**Run 1: met1 routing**

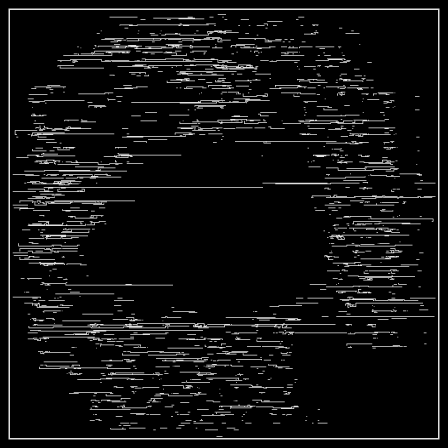
**Run 1: M2 wires**

Bar = 50 um.
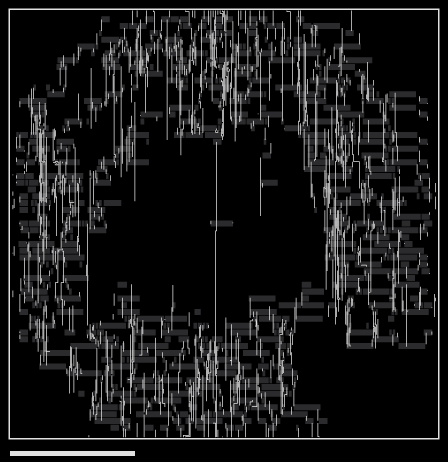
**Run 1: met3 routing**

Bar = 50 um.
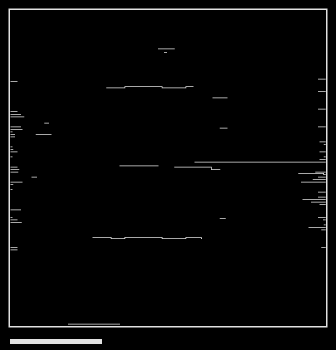
**Run 1: a small window of the routed layout**

Bar = 5 um. Window x 33 to 53, y 118 to 138 um. Cells in grey, sequential cells in the stronger grey; small squares are vias.
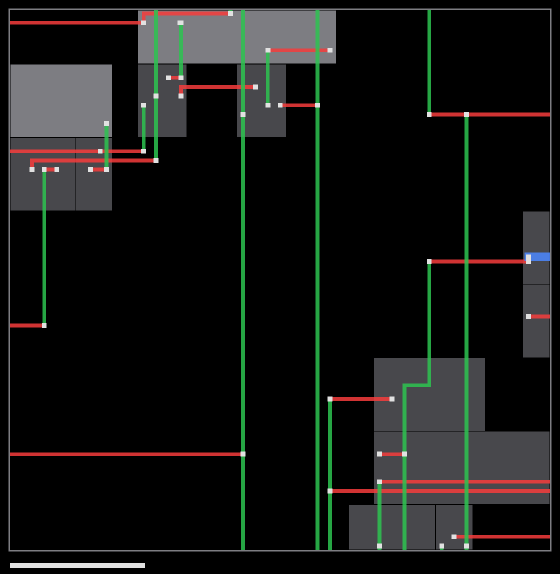
==> config.mk <==
export PLATFORM = sky130hd
export DESIGN_NAME = order_inverse_translate_k2_flat
export DESIGN_NICKNAME = d
export VERILOG_FILES = /design/src/rtl/order_inverse_translate_k2_if.sv /design/src/rtl/order_inverse_translate_k2.sv /design/src/flat_wrapper.sv
export SDC_FILE = /design/constraint.sdc
export NUM_CORES = 1
export LEC_CHECK = 0
export ABC_AREA = 1
export CAP_MARGIN = 10
export CORE_MARGIN = 2
export CORE_UTILIZATION = 25
export DETAILED_ROUTE_END_ITERATION = 6
export PLACE_DENSITY = 0.54
export REMOVE_ABC_BUFFERS = 1
export SLEW_MARGIN = 20
export SYNTH_ARGS = -nofsm -noshare
export SYNTH_HDL_FRONTEND = slang
export SYNTH_SLANG_ARGS = --single-unit
==> constraint.sdc <==
create_clock -name clk -period 5.51 [get_ports clk]
set_input_delay 1.653 -clock clk [delete_from_list [all_inputs] [get_ports clk]]
set_output_delay 1.653 -clock clk [all_outputs]
set_load 0.02 [all_outputs]
==> summary.txt <==
Here are the numbers from the latest Yosys + OpenROAD run.

The cell type of the slowest stage on the worst timing path is sky130_fd_sc_hd__clkdlybuf4s50_1. The cell type contributing the most total cell area after synthesis is sky130_fd_sc_hd__edfxtp_1. The timing report gives the worst reg2reg path a setup slack of 3.05 ns. The sum of buffers and inverters on the critical path came out at 3. The yosys stat cell total came out at 670.

Across the VDD grid, the largest voltage drop is 0.134 mV. The chip width is approximately 170 um. The total track usage is 0.0938.

At the end of routability-driven placement, the weighted congestion stood at slightly above 0.7. The worst-margin pin slew is 0.859 ns. Of the cells placed in the final design, the portion with a size suffix greater than 1 is 0.0840. Global routing finished with a remaining overflow of 0. The clock tree buffer count of the final layout is 17. The number of global-route vias before repair is 4224.

The utilization after layout is 0.324. The number of multi-input logic gates came out at 309. The floorplan step set the die height to 171 um.

In the layout the commonest cells are sky130_fd_sc_hd__inv_1, sky130_fd_sc_hd__nor2_1, sky130_fd_sc_hd__edfxtp_1, sky130_fd_sc_hd__clkdlybuf4s50_1, sky130_fd_sc_hd__nand2_1. The residual DRC count came out at 0. The number of buffers added on ports is 103. The worst setup path is of the in -> out kind.

The number of iterations in the first detailed-routing pass is 6. The post-route fraction of the period consumed by the critical path is 0.821. The number of enable flip-flop cells came out at ~110. The synthesis stats list as the most numerous cell sky130_fd_sc_hd__inv_1. The violation count after the first detailed-routing iteration came out at 266. The I/O pin count came out at around 140.

The final cell area excluding filler cells came out at 0.00896 mm2. The initial antenna violation count came out at 1. The post-cts hold-fix buffer tally is 0. The maximum number of pins on one net before global-route repair came out at 92. The maximum count of clock buffers along a single path is 2.

The endpoint arrival time on the critical path came out at about 2.9 ns. The TritonCTS clock tree is done. Setup repair after global routing left no endpoint under its margin.

The static power due to leakage came out at 3.80 nW. The combinational fraction of the cell area came out at 0.193. Among all cell classes, the greatest summed area belongs to registers. The count of nets left with antenna violations once routing finished came out at 0.

Among cell families on the critical path, the largest total delay comes from buffers and inverters. The number of post-CTS setup repair buffers is 0. The number of cells in the finished layout apart from fillers came out at 1165. The run finished with clean final reports. The area share of and/or/nand/nor cells after synthesis is 0.125. The script logs the mean routed wire length per placed instance as about 11 um. The total of flip-flops plus latches after synthesis came out at 166.

The highest fanout seen on the critical path is 3. Yosys reported that registers with async set or reset make up 0. The count of placed standard cells including taps is 1132. The number of logged tool warnings is 57. The layout buffer count excluding clock buffers is 111. Per the synthesis report, the number of distinct cell types is 23. The area share of xor/xnor cells in the synthesized design came out at 0.00754. After layout, the inverter instance count without clock inverters stands at 168. The number of sinks handled by clock tree synthesis is 166. The final total negative setup slack is 0 ns. The worst setup path is launched from an input port.

The post-synth area from yosys stat is 0.00697 mm2. In this run the cell area measured after placement is 0.00838 mm2. The power density over cell area came out at 326 mW/mm2. The highest clock frequency the design can meet came out at around 220 MHz. The chip area came out at 0.0292 mm2. The via count normalized by instance count came out at ~3.8. The adder-cell area share of the yosys netlist came out at 0.0495. Per the layout area report, the sequential fraction of cell area is 0.496. The final critical-path required period came out at 4.52 ns. The min-delay analysis places its worst path in the category reg -> reg. By count the netlist is led by sky130_fd_sc_hd__inv_1, sky130_fd_sc_hd__nor2_1, sky130_fd_sc_hd__edfxtp_1, sky130_fd_sc_hd__nand2_1, sky130_fd_sc_hd__dfxtp_1. The area fraction of clock buffers and clock inverters is 0.0637. The number of sequential cells is 166. Per STA, the library cell used most along the worst path is sky130_fd_sc_hd__clkdlybuf4s50_1. Per the layout report, the design carries between 2000 and 3000 filler cells. The number of violations of the max-capacitance limit came out at 0.
Back to the opening pictures, 'met1 routing':
The layer holds 49% of the routed length. The layer carries 6370 um of wire.
Routed WL: 13.1 mm
routed via count: 4412
routing usage on met1: 0.121

Back to the opening pictures, 'M2 wires':
The longest straight run is 65.0 um. The wires run mostly vertical. 652 nets have wire on it. The layer holds 46% of the routed length. The layer carries 6050 um of wire.
met2 usage in global routing: 0.150

Back to the opening pictures, 'met3 routing':
58 nets have wire on it. The layer carries 498 um of wire. The wires run mostly horizontal. The layer holds 3.8% of the routed length.
grt met3 use: 0.0273

Back to the opening pictures, 'a small window of the routed layout':
metal 3: shown in blue. metal 1: shown in red. metal 2: shown in green.
Sequential cells in the window: 2. 11 logic cells have their middle in the window. Most frequent: dfxtp_1 (2).

run 1: report_power, final:
| group | switching [mW] | internal, mW |
|---|---|---|
| combinational | 0.163 | 0.141 |
| clock | 0.534 | 0.633 |
| sequential | 0.0282 | 1.42 |
| total | 0.725 | 2.19 |
run 1: worst min-delay path, cell delays in order (launching register included):
cell                      delay (ns)
sky130_fd_sc_hd__dfxtp_1        0.31
sky130_fd_sc_hd__nand2_1        0.05
sky130_fd_sc_hd__nand2_1        0.04
run 1: stage by stage:
stage	setup WS, ns	hold slack, ns
after floorplan	1.34	0.422
after global placement	0.969	0.433
after detailed placement	0.992	0.435
after CTS	0.984	0.439
after global routing	0.946	0.454
final	0.987	0.439
run 1: layer usage:
metal	global-route usage	share of wire
met4	0.0332	0.010
met2	0.150	0.46
met5	0	0
met1	0.121	0.49
met3	0.0273	0.038
Power and IR drop assume default switching activity.
